### Pin placement

Scale: 2 px per um. Pins as bars across the die edge, other pins in gray.
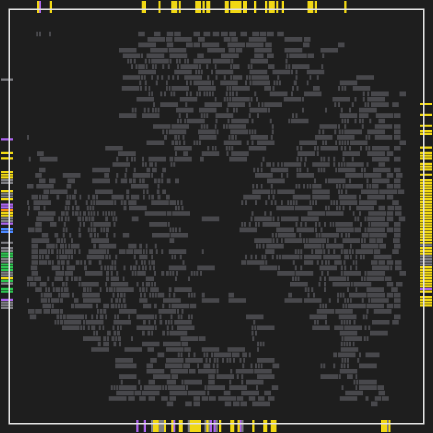
### Met2 routing

Scale: 2 px per um.
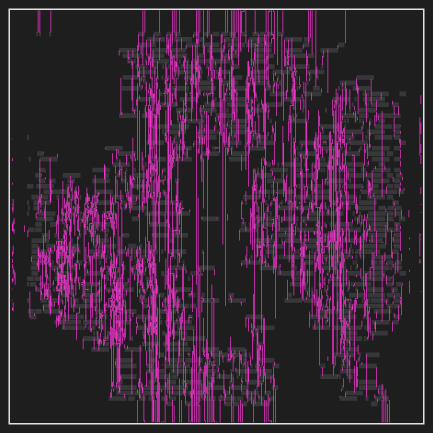
### Routing congestion

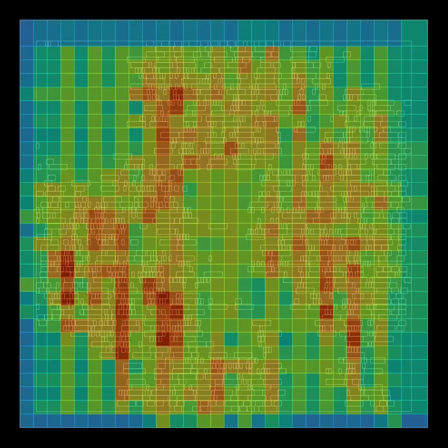
==> config.mk <==
export PLATFORM = sky130hd
export DESIGN_NAME = graph_loader
export DESIGN_NICKNAME = d
export VERILOG_FILES = /design/src/rtl/gl_pkg.sv /design/src/rtl/graph_loader_adj_record_buf.sv /design/src/rtl/graph_loader.sv
export SDC_FILE = /design/constraint.sdc
export NUM_CORES = 1
export LEC_CHECK = 0
export ABC_AREA = 1
export CAP_MARGIN = 20
export CORE_MARGIN = 8
export CORE_UTILIZATION = 30
export CTS_CLUSTER_SIZE = 12
export DETAILED_ROUTE_END_ITERATION = 10
export RECOVER_POWER = 25
export SETUP_SLACK_MARGIN = 0.4
export SYNTH_ARGS = -nofsm -noshare
export SYNTH_HDL_FRONTEND = slang
export SYNTH_SLANG_ARGS = --single-unit
==> constraint.sdc <==
create_clock -name clock -period 10.4 [get_ports clock]
set_input_delay 1.56 -clock clock [delete_from_list [all_inputs] [get_ports clock]]
set_output_delay 1.56 -clock clock [all_outputs]
set_load 0.02 [all_outputs]
==> results.toml <==
# generated from flow reports
[final_layout]
logic_gates = 751
lay_top_cells = "427 x nand2_1, 271 x dfrtp_1, 175 x nor2_1"
buffers = 190
clkCellAreaFrac_pct = 7.260
synthToLayoutAreaGrowth_pct = 30.33
comb_share_pct = 23.09

[flow_run]
drv_cap = 2

[yosys]
yosys_area_um2 = 10880
syn_avg_cell_area_um2 = 8.870
top_cell_area_share_pct = 62.31
ys_types = 28
mux_share_pct = 0
ys_seq_share_pct = 62.31
compound_area_share_pct = 2.230
postSynth.asyncResetShare_pct = 100.0

[grt]
antenna_found_initial = 2
grt-ovfl-total = 0
grt_max_degree = 183
grt_pass1_vias = 8319

[timing]
worst_clock_skew_ns = 0.02942
fin_setup_tns_ns = 0
min_period_ns = 5.732
slew_violations = 188
setup_violations = 0
hold_ws_ns = 0.4684

[cts]
cts_root_buf = "clkbuf_16"
path_clk_slew_ns = 0.06
cts_tree = "yes"
ctsHtreeMaxLevel = 1

[power_and_ir_drop]
power.density_nw_per_um2 = 211.4

[setup_path]
cpMaxStageDelayCell = "clkbuf_1"
startpoint_type = "register"
cp_num_cells = 8

[hold_path]
hold_path_class = "reg2reg"

[run_status]
status = "finished, violations left"
violations = "max-capacitance violations, max-slew violations"

[detailed_routing]
remaining_drc_errors = 0
drt-pass1-iter-count = 6
Back to the opening pictures, 'Pin placement':
legend:
  orange:
    port: `edge_last`
    pins: 1
    direction: input
    edge: left
  yellow:
    port: `GMWDR`
    pins: 128
    direction: output
    edge: 53 right, 37 top, 28 bottom, 10 left
  blue:
    port: `err_code`
    pins: 2
    direction: output
    edge: left
  green:
    port: `edge_u`
    pins: 8
    direction: input
    edge: left
  purple:
    port: `GMWAR`
    pins: 13
    direction: output
    edge: 6 bottom, 5 left, 1 top, 1 right
all pins by edge: 59 right, 44 left, 44 bottom, 38 top
chip height: 206.5 um
number of I/O port buffers: 174

Back to the opening pictures, 'Met2 routing':
share of all routed wire: 47%
wire length on this layer: 14,700 um
main direction: vertical
longest straight run: 108 um
nets with wire on the layer: 1,103
aggregate routed wire length: 31.52 mm
total vias in the final route: 8,174
GR Util met2: 24.85%

Back to the opening pictures, 'Routing congestion':
WL/cell: 16.58 um
grt met1 use: 19.18%

==> metrics by stage <==
stage	setup slack (ns)	total power [W]	utilization (%)
4_1_cts	5.216	0.003043	39.78
3_3_place_gp	5.280	0.001929	36.80
6_report	4.668	0.002999	39.78
3_5_place_dp	5.223	0.001945	36.90
2_1_floorplan	1.373	0.001618	-
5_1_grt	3.831	0.003165	39.77
==> layer usage <==
metal	track usage, %	up-vias	routed length [um]
met2	24.85	221	14730
met4	3.675	4	624
met1	19.18	3870	14100
met3	3.229	51	2045
li1	-	4028	-
met5	0	-	24
==> where the power goes <==
part	internal (W)	total [W]	switching (W)
logic	0.000187	0.000778	0.000590
registers	0.00110	0.00114	0.0000336
clock network	0.000652	0.00108	0.000431
total	0.00194	0.00300	0.00105
Power figures rest on the tool's default switching activity, not on a simulated workload.
